Fig. 1: pin map
Pins as bars across the die edge, other pins in grey.
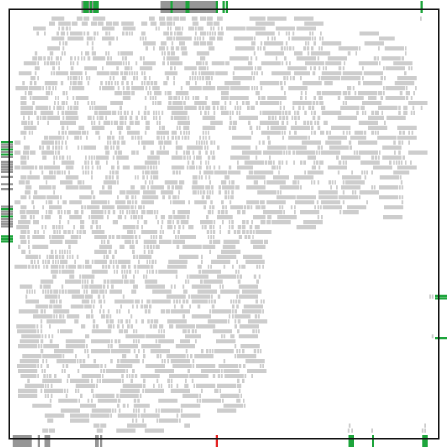
Fig. 2: metal layers overlaid
Two of the layers only.
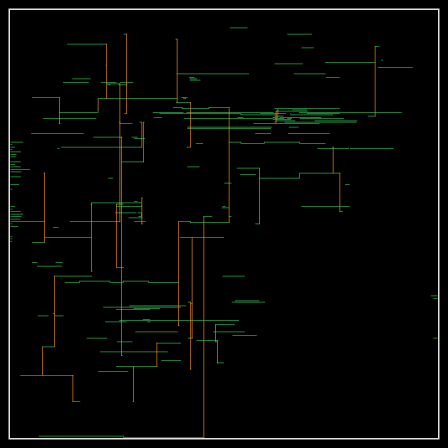
==> config.mk <==
export PLATFORM = sky130hd
export DESIGN_NAME = uart_ctrl
export DESIGN_NICKNAME = d
export VERILOG_FILES = /design/src/rtl/uart_ctrl.sv
export SDC_FILE = /design/constraint.sdc
export NUM_CORES = 1
export LEC_CHECK = 0
export ABC_AREA = 1
export CORE_MARGIN = 2
export CORE_UTILIZATION = 35
export DETAILED_ROUTE_END_ITERATION = 7
export PLACE_DENSITY = 0.54
export SLEW_MARGIN = 25
export SYNTH_ARGS = -nofsm -noshare
export SYNTH_HDL_FRONTEND = slang
export SYNTH_HIERARCHICAL = 1
export SYNTH_SLANG_ARGS = --single-unit
==> constraint.sdc <==
create_clock -name clk -period 3.5 [get_ports clk]
set_input_delay 0.7 -clock clk [delete_from_list [all_inputs] [get_ports clk]]
set_output_delay 0.7 -clock clk [all_outputs]
set_load 0.05 [all_outputs]
==> results.toml <==
# physical design summary
[worst_setup_path]
cp_top_family = "simple AND/OR/NAND/NOR gates"
cpMostUsedCell = "nand2_1"
worstPathMaxFanout = 9
critPathRequiredTime_ns = 4.00
critPathBufInv = 2
cp.arrival_ns = 3.66
cp-start-kind = "flip-flop"
cp_slowest_cell = "dfxtp_1"
path_depth = 19
reg2reg_depth = 19
cpPeakStageDelay_ns = 0.34

[route]
viasPerCell = 4.879
drt-total-wl_um = 46990
wl_met3_um = 2402
met2_length_um = 22070
detail-route-antenna-nets = 0
wire_per_inst_um = 16.18
wl_met1_um = 21440

[hold_path]
min_path_type = "reg -> reg"
holdPathStages = 1

[sta]
postLayoutSetupSlackWorst_ns = 0.3343
hold_ws_ns = 0.4112
worstMarginPinSlew_ns = 0.9964
layout_min_cycle_time_ns = 3.166
drv_slew = 0
setup_viol = 0
setup_tns_ns = 0
period_used_share = 0.9045
rsz0062_at_grt = "no"
maxSlewHeadroom = 0.3348

[place]
place_inst = 2816
place_area_um2 = 20310
post-place-ws_ns = -0.1087
dp_hpwl_um = 30740

[final_layout]
fin_nets = 2275
layout_top_cells_excl_fill_tap = "nand2_1, edfxtp_1, nor2_1"
syn_to_final_growth_pct = 16.86
final_area_um2 = 21740
dominant-cell-class = "flip-flops and latches"
n_clock_buffer = 64
regArea_um2 = 10670
fill_cells = 5222
sh_seq_area = 0.4909
diodes = 0
multiInputGateArea_um2 = 6618
utilization = 0.4137
comb_cells = 1363
comb-cell-share = 0.3044

[global_route]
grt_max_degree = 75
antenna_found_initial = 0
grtUsageMet1 = 0.2341
overflow = 0
grt.busiest_layer = "met2"

[synth]
edf_count = 256
top_cell_area_share = 0.4132
avgSynthCellArea_um2 = 9.067
top_area_cell = "edfxtp_1"
syn-instance-count = 2052
synth.distinct_cells = 54
topCombFamilyByArea = "simple AND/OR/NAND/NOR gates"
synth_flops = 405
ys_seq_share = 0.5735
yosys_warnings = 6
muxShareOfSynthArea = 0
synth_area_um2 = 18610
adder_share = 0.01829
yosys-stat-area_um2 = 18610
synthXorXnorAreaFrac = 0.01883

[status]
status = "finished, final reports clean"

[clock_tree]
post_cts_buffers = 0
clkTransAtPathRegs_ns = 0.06
cts_tree = "built"

[pwr]
power.share.sequential = 0.498
p_per_area_nw_per_um2 = 471.5
comb_power_uw = 653
clk-power_uw = 4490
finalPower_uw = 10250
leakage_uw = 0.008636
p_int_uw = 7832
power_leader = "sequential cells"
p_switching_uw = 2419

[floorplanning]
taps = 688
num_rows = 84
coreArea_um2 = 52550
Notes on Fig. 1 above:
Green shows rd_data, pins 32, direction output, edge 14 top, 8 left, 7 bottom, 3 right. Red shows uart_tx, pins 1, direction output, edge bottom.
All pins by edge: 47 top, 27 left, 26 bottom, 3 right.
Die Y: 234.6 µm
Port Buffers: 80

Notes on Fig. 2 above:
Green shows met3, wire length 2400 µm. Orange shows met4, wire length 1080 µm.
total track usage: 0.1717
total number of vias: 14.17k

